Figure 1. Congestion heat map.
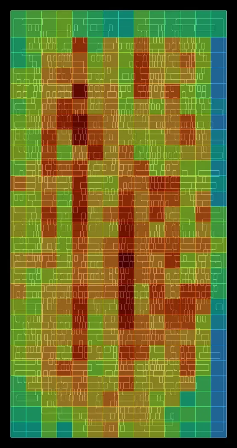
Figure 2. Sequential cells grouped by signal name.
Other sequential cells in the stronger grey, the rest of the logic in the fainter grey.
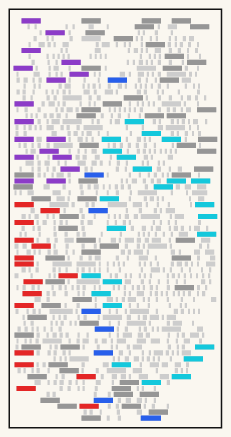
## src/rtl/binarization_multi_if.sv

```systemverilog
// binarization_multi_if: grey-memory read port and binary-frame write port of the binarization engine.
interface binarization_multi_if #(
  parameter int PIX_W    = 8,
  parameter int LOG2_PIX = 16
) ();
  logic [LOG2_PIX-1:0] pixel_address;
  logic                pixel_rd;
  logic [PIX_W-1:0]    pixel_data;
  logic                bin_data;
  logic                bin_valid;
  logic [LOG2_PIX-1:0] bin_address;
  modport master (output pixel_address, pixel_rd, bin_data, bin_valid, bin_address, input pixel_data);
  modport slave (input pixel_address, pixel_rd, bin_data, bin_valid, bin_address, output pixel_data);
endinterface

```

## src/rtl/binarization_multi.sv

```systemverilog
// binarization_multi: streams a grey frame from pixel memory into a binary frame using
// fixed, inverted, band or two-pass mean-adaptive thresholds.
module binarization_multi #(
  parameter int PIX_W    = 8,
  parameter int LOG2_PIX = 16,
  parameter int RD_LAT   = 1
) (
  input  logic                bin_clk,
  input  logic                bin_rst_n,
  input  logic                int_ctrl,
  input  logic                bin_ctrl,
  input  logic [1:0]          mode,
  input  logic [PIX_W-1:0]    thres_length,
  input  logic [PIX_W-1:0]    thres_high,
  binarization_multi_if.master bus,
  output logic [LOG2_PIX:0]   ones_count,
  output logic [PIX_W-1:0]    mean_thr,
  output logic                done,
  output logic                busy,
  output logic [1:0]          condition_led
);
  localparam logic [2:0] S_IDLE = 3'd0, S_SUM = 3'd1, S_CALC = 3'd2, S_BIN = 3'd3, S_DRAIN = 3'd4, S_DONE = 3'd5;
  localparam logic [LOG2_PIX-1:0] LAST = '1;
  localparam int SW = PIX_W + LOG2_PIX;
  logic [2:0] state_q, state_d;
  logic ctrl_q, ctrl_d, start_q, start_d, rd_q, rd_d, bin_valid_q, bin_valid_d, bin_data_q, bin_data_d, done_q, done_d;
  logic [1:0] mode_q, mode_d;
  logic [PIX_W-1:0] lo_q, lo_d, hi_q, hi_d, mean_q, mean_d;
  logic [LOG2_PIX-1:0] addr_q, addr_d, ret_cnt_q, ret_cnt_d, bin_addr_q, bin_addr_d;
  logic [LOG2_PIX:0] ones_q, ones_d;
  logic [SW-1:0] sum_q, sum_d;
  logic [RD_LAT-1:0] pipe_q, pipe_d;
  logic ret, hit;
  logic [PIX_W-1:0] p;
  assign p = bus.pixel_data;
  // pipe_q tracks which cycles carry a returned pixel, RD_LAT cycles after each read
  assign ret = pipe_q[RD_LAT-1];
  assign hit = mode_q == 2'b00 ? p >= lo_q :
               mode_q == 2'b01 ? p < lo_q :
               mode_q == 2'b10 ? (p >= lo_q && p <= hi_q) : p >= mean_q;
  always_comb begin
    ctrl_d      = bin_ctrl;
    start_d     = bin_ctrl & ~ctrl_q & ~int_ctrl;
    state_d     = state_q;
    mode_d      = mode_q;
    lo_d        = lo_q;
    hi_d        = hi_q;
    addr_d      = addr_q;
    rd_d        = rd_q;
    sum_d       = sum_q;
    mean_d      = mean_q;
    ret_cnt_d   = ret ? ret_cnt_q + 1'b1 : ret_cnt_q;
    bin_data_d  = bin_data_q;
    bin_addr_d  = bin_addr_q;
    bin_valid_d = 1'b0;
    ones_d      = ones_q;
    done_d      = 1'b0;
    pipe_d      = '0;
    pipe_d[0]   = rd_q;
    for (int i = 1; i < RD_LAT; i++) pipe_d[i] = pipe_q[i-1];
    if (rd_q) begin
      if (addr_q == LAST) rd_d = 1'b0;
      else addr_d = addr_q + 1'b1;
    end
    if (state_q == S_SUM && ret) begin
      sum_d = sum_q + SW'(p);
      if (ret_cnt_q == LAST) state_d = S_CALC;
    end
    if ((state_q == S_BIN || state_q == S_DRAIN) && ret) begin
      bin_valid_d = 1'b1;
      bin_data_d  = hit;
      bin_addr_d  = ret_cnt_q;
      ones_d      = ones_q + (LOG2_PIX+1)'(hit);
    end
    if (state_q == S_BIN && rd_q && addr_q == LAST) state_d = S_DRAIN;
    if (state_q == S_DRAIN && bin_valid_q && bin_addr_q == LAST) begin
      done_d  = 1'b1;
      state_d = S_DONE;
    end
    if (state_q == S_CALC) begin
      mean_d  = sum_q[SW-1:LOG2_PIX];
      state_d = S_BIN;
      addr_d  = '0;
      rd_d    = 1'b1;
    end
    if (start_q && (state_q == S_IDLE || state_q == S_DONE)) begin
      state_d   = mode == 2'b11 ? S_SUM : S_BIN;
      mode_d    = mode;
      lo_d      = thres_length;
      hi_d      = thres_high;
      addr_d    = '0;
      rd_d      = 1'b1;
      sum_d     = '0;
      mean_d    = '0;
      ones_d    = '0;
      ret_cnt_d = '0;
    end
    if (int_ctrl) begin
      state_d     = S_IDLE;
      mode_d      = '0;
      lo_d        = '0;
      hi_d        = '0;
      addr_d      = '0;
      rd_d        = 1'b0;
      sum_d       = '0;
      mean_d      = '0;
      ret_cnt_d   = '0;
      bin_data_d  = 1'b0;
      bin_addr_d  = '0;
      bin_valid_d = 1'b0;
      ones_d      = '0;
      done_d      = 1'b0;
      pipe_d      = '0;
    end
  end
  always_ff @(posedge bin_clk or negedge bin_rst_n) begin
    if (!bin_rst_n) begin
      state_q     <= S_IDLE;
      ctrl_q      <= 1'b0;
      start_q     <= 1'b0;
      mode_q      <= '0;
      lo_q        <= '0;
      hi_q        <= '0;
      addr_q      <= '0;
      rd_q        <= 1'b0;
      sum_q       <= '0;
      mean_q      <= '0;
      ret_cnt_q   <= '0;
      bin_data_q  <= 1'b0;
      bin_addr_q  <= '0;
      bin_valid_q <= 1'b0;
      ones_q      <= '0;
      done_q      <= 1'b0;
      pipe_q      <= '0;
    end else begin
      state_q     <= state_d;
      ctrl_q      <= ctrl_d;
      start_q     <= start_d;
      mode_q      <= mode_d;
      lo_q        <= lo_d;
      hi_q        <= hi_d;
      addr_q      <= addr_d;
      rd_q        <= rd_d;
      sum_q       <= sum_d;
      mean_q      <= mean_d;
      ret_cnt_q   <= ret_cnt_d;
      bin_data_q  <= bin_data_d;
      bin_addr_q  <= bin_addr_d;
      bin_valid_q <= bin_valid_d;
      ones_q      <= ones_d;
      done_q      <= done_d;
      pipe_q      <= pipe_d;
    end
  end
  assign bus.pixel_address = addr_q;
  assign bus.pixel_rd      = rd_q;
  assign bus.bin_data      = bin_data_q;
  assign bus.bin_valid     = bin_valid_q;
  assign bus.bin_address   = bin_addr_q;
  assign ones_count        = ones_q;
  assign mean_thr          = mean_q;
  assign done              = done_q;
  assign busy              = state_q != S_IDLE && state_q != S_DONE;
  assign condition_led     = state_q == S_IDLE ? 2'b00 :
                             (state_q == S_SUM || state_q == S_CALC) ? 2'b01 :
                             state_q == S_DONE ? 2'b11 : 2'b10;
endmodule

```

## src/flat_wrapper.sv

```systemverilog
// flat-port wrapper written by rule: the top's interface ports become plain ports
module binarization_multi_flat 
#(
  parameter int PIX_W    = 8,
  parameter int LOG2_PIX = 16,
  parameter int RD_LAT   = 1
)
  (bin_clk, bin_rst_n, int_ctrl, bin_ctrl, mode, thres_length, thres_high, ones_count, mean_thr, done, busy, condition_led, bus_pixel_address, bus_pixel_rd, bus_bin_data, bus_bin_valid, bus_bin_address, bus_pixel_data);
  binarization_multi_if #(.PIX_W(PIX_W), .LOG2_PIX(LOG2_PIX)) bus_i ();
  input  logic bin_clk;
  input  logic bin_rst_n;
  input  logic int_ctrl;
  input  logic bin_ctrl;
  input  logic [1:0] mode;
  input  logic [PIX_W-1:0] thres_length;
  input  logic [PIX_W-1:0] thres_high;
  output logic [LOG2_PIX:0] ones_count;
  output logic [PIX_W-1:0] mean_thr;
  output logic done;
  output logic busy;
  output logic [1:0] condition_led;
  output wire logic [$bits(bus_i.pixel_address)-1:0] bus_pixel_address;
  output wire logic [$bits(bus_i.pixel_rd)-1:0] bus_pixel_rd;
  output wire logic [$bits(bus_i.bin_data)-1:0] bus_bin_data;
  output wire logic [$bits(bus_i.bin_valid)-1:0] bus_bin_valid;
  output wire logic [$bits(bus_i.bin_address)-1:0] bus_bin_address;
  input wire logic [$bits(bus_i.pixel_data)-1:0] bus_pixel_data;
  assign bus_pixel_address = bus_i.pixel_address;
  assign bus_pixel_rd = bus_i.pixel_rd;
  assign bus_bin_data = bus_i.bin_data;
  assign bus_bin_valid = bus_i.bin_valid;
  assign bus_bin_address = bus_i.bin_address;
  assign bus_i.pixel_data = bus_pixel_data;
  binarization_multi #(.PIX_W(PIX_W), .LOG2_PIX(LOG2_PIX), .RD_LAT(RD_LAT)) u_core (.bin_clk(bin_clk), .bin_rst_n(bin_rst_n), .int_ctrl(int_ctrl), .bin_ctrl(bin_ctrl), .mode(mode), .thres_length(thres_length), .thres_high(thres_high), .bus(bus_i), .ones_count(ones_count), .mean_thr(mean_thr), .done(done), .busy(busy), .condition_led(condition_led));
endmodule
```

## config.mk

```make
export PLATFORM = sky130hd
export DESIGN_NAME = binarization_multi_flat
export DESIGN_NICKNAME = d
export VERILOG_FILES = /design/src/rtl/binarization_multi_if.sv /design/src/rtl/binarization_multi.sv /design/src/flat_wrapper.sv
export SDC_FILE = /design/constraint.sdc
export NUM_CORES = 1
export LEC_CHECK = 0
export ABC_AREA = 1
export CAP_MARGIN = 20
export CELL_PAD_IN_SITES_DETAIL_PLACEMENT = 1
export CELL_PAD_IN_SITES_GLOBAL_PLACEMENT = 1
export CORE_ASPECT_RATIO = 2
export CORE_UTILIZATION = 40
export DETAILED_ROUTE_END_ITERATION = 10
export DONT_BUFFER_PORTS = 1
export PLACE_DENSITY = 0.72
export SYNTH_ARGS = -nofsm -noshare
export SYNTH_HDL_FRONTEND = slang
export SYNTH_SLANG_ARGS = --single-unit
```

## constraint.sdc

```tcl
create_clock -name bin_clk -period 2.95 [get_ports bin_clk]
set_clock_uncertainty 0.1 [all_clocks]
set_input_delay 0.59 -clock bin_clk [delete_from_list [all_inputs] [get_ports bin_clk]]
set_output_delay 0.59 -clock bin_clk [all_outputs]
set_load 0.005 [all_outputs]
```

==> results.sh <==
# physical design summary
export IMPL_synth_nets=1020
export IMPL_rows=68
export IMPL_coreArea_um2=17400
export IMPL_clkTransAtPathRegs_ns=0.06
export IMPL_tritoncts="done"
export IMPL_slew_headroom=0.558
export IMPL_numCtsBuffers=17
export IMPL_holdWs_ns=-0.252
export IMPL_grt_use_met2=0.506
export IMPL_status="finished with violations"
export IMPL_n_antenna_cell=0
export IMPL_antenna_left=0
export IMPL_yosysTopAreaCell="dfrtp_1"
export IMPL_critPathCaptureType="flop"
export IMPL_fmax_ghz=0.355
export IMPL_nets=1042
export IMPL_hold_violations=125
export IMPL_violations="negative hold slack"
export IMPL_htree_levels=4
export IMPL_setup_slack_ns=0.131
export IMPL_critPathLaunchType="flop"
export IMPL_common_cells="234 x nand2_1, 135 x inv_1, 125 x dfrtp_1"
export IMPL_post_synth_cell_area_avg_um2=7.52
export IMPL_tool_warnings=30
export IMPL_numSynthFlops=125
export IMPL_synthArstFlopShare=1.00
export IMPL_yosysWarnings=0
export IMPL_die_h_um=191
export IMPL_period_minus_slack_ns=2.82
export IMPL_setup_viol=0
export IMPL_postCtsSetupBuffers=0
export IMPL_globalplace_congestion=0.878
export IMPL_peakVddDrop_mv=0.376
export IMPL_drive_gt1_frac=0.0972
export IMPL_area_growth_pct=14.4
export IMPL_cp_arrival_ns=3.08
export IMPL_routed_wl_um=23300
export IMPL_netlist_instances=953
export IMPL_synth_area_um2=7170
export IMPL_fp_util=0.413
export IMPL_clk_latency_ns=0.43
export IMPL_grt_pass1_wl_um=37500
export IMPL_io_pins=94
export IMPL_cp_required_ns=3.22
export IMPL_ys_seq_share=0.436
export IMPL_drtIter0Drc=239
export IMPL_die_x_um=96.7
export IMPL_grt_usage=0.262
export IMPL_grt_pass1_vias=7111
export IMPL_top_cell="nand2_1"
export IMPL_p_leak_nw=3.80
export IMPL_slew_violations=0
export IMPL_power_density_nw_per_um2=526
export IMPL_grt_max_degree=126
## Picture notes: Figure 1
busiest layer in global routing: met2
WL per Instance: 19.4 um
M3 GR Usage: 0.0519

## Picture notes: Figure 2
purple -> u_core.ones_count  # placed flops 17
red -> u_core.bus.bin_address  # placed flops 16
cyan -> u_core.sum_q  # placed flops 24
blue -> u_core.lo_q  # placed flops 8
not coloured = 60
Flop area: 3130 um2
Layout Utilization: 0.472
flop share of the area: 0.382

state kept, by name (all words and copies together) (netlist names):
signal / flops
u_core.bus.bin_address: 16
u_core.bus.bin_data: 1
u_core.bus.bin_valid: 1
u_core.bus.pixel_address: 16
u_core.bus.pixel_rd: 1
u_core.ctrl_q: 1
u_core.done: 1
u_core.hi_q: 8
u_core.lo_q: 8
u_core.mean_thr: 8
u_core.mode_q: 2
u_core.ones_count: 17
u_core.pipe_q: 1
u_core.ret_cnt_q: 16
u_core.start_q: 1
u_core.state_q: 3
u_core.sum_q: 24
kinds of logic (layout without fill, tap and decap cells):
group           Yosys count  count (layout)  share of synthesized area
simple gates            482             482                      0.289
buf+inv                 158             193                     0.0892
compound gates          140             140                      0.106
flops                   125             125                      0.436
fa+ha+maj                37              37                     0.0656
xor+xnor                 11              11                     0.0134
cell usage in the layout, fill, tap and decap left out, types with 9 or more instances in the layout:
| master | netlist | layout |
|---|---|---|
| nand2_1 | 234 | 228 |
| inv_1 | 135 | 132 |
| dfrtp_1 | 125 | 124 |
| nor2_1 | 105 | 101 |
| nand3_1 | 76 | 75 |
| o21ai_0 | 58 | 57 |
| a21oi_1 | 53 | 51 |
| nor3_1 | 32 | 31 |
| ha_1 | 36 | 30 |
| buf_4 | 1 | 22 |
| nand4_1 | 17 | 17 |
| clkbuf_16 | 0 | 17 |
| o22ai_1 | 14 | 14 |
| nand2_2 | 3 | 9 |
cell type report:
type	instances	area, um2
fillers	2221	9160
multi-input cells	670	3520
flip-flops and latches	125	3130
inverters	139	527
clock buffers	17	425
well taps	210	263
repair buffers	22	165
clock inverters	15	163
final timing paths:
path / from / depth (start not counted) / slack [ns] / to
max: u_core.lo_q[3] / 19 / 0.13 / u_core.ones_count[16]
min: bin_rst_n / 0 / -0.25 / u_core.sum_q[4]
max reg2reg: u_core.lo_q[3] / 19 / 0.13 / u_core.ones_count[16]
min reg2reg: u_core.ctrl_q / 1 / 0.30 / u_core.start_q
max in group asynchronous: bin_rst_n / 0 / 2.72 / u_core.mean_thr[4]
min in group bin_clk: bin_ctrl / 0 / 0.09 / u_core.ctrl_q
per-layer routing:
layer  share of wire  vias up
met5               0        -
li1                -     3130
met4           0.029        0
met2            0.56      122
met1            0.37     3247
met3           0.039       35
power breakdown:
group	total (W)	switching (W)	internal, W	leakage (nW)
combinational	0.000391	0.000275	0.000115	1.78
sequential	0.00178	0.0000351	0.00175	1.73
clock	0.00214	0.000884	0.00126	0.286
total	0.00431	0.00119	0.00312	3.80
critical path, cell delays in order (launching register included):
cell and delay, ns:
dfrtp_1 0.36, inv_1 0.13, ha_4 0.22, a21oi_1 0.16, nand2_2 0.10, nand2_2 0.09
nand3_2 0.07, a21oi_2 0.18, and2_4 0.18, ha_4 0.15, ha_4 0.14, nand2_2 0.06
nor3_2 0.11, buf_4 0.14, nand2_2 0.06, nor2_4 0.13, nand2_2 0.08, a21oi_2 0.14
o21ai_1 0.08, nand2_1 0.06
metrics by stage:
step / cells / power (W)
after global routing: 1198 / 0.00448
after floorplan: 953 / 0.00208
after global placement: 1166 / 0.00218
final: 1198 / 0.00431
after CTS: 1198 / 0.00435
after detailed placement: 1166 / 0.00219
Power and IR drop assume default switching activity.
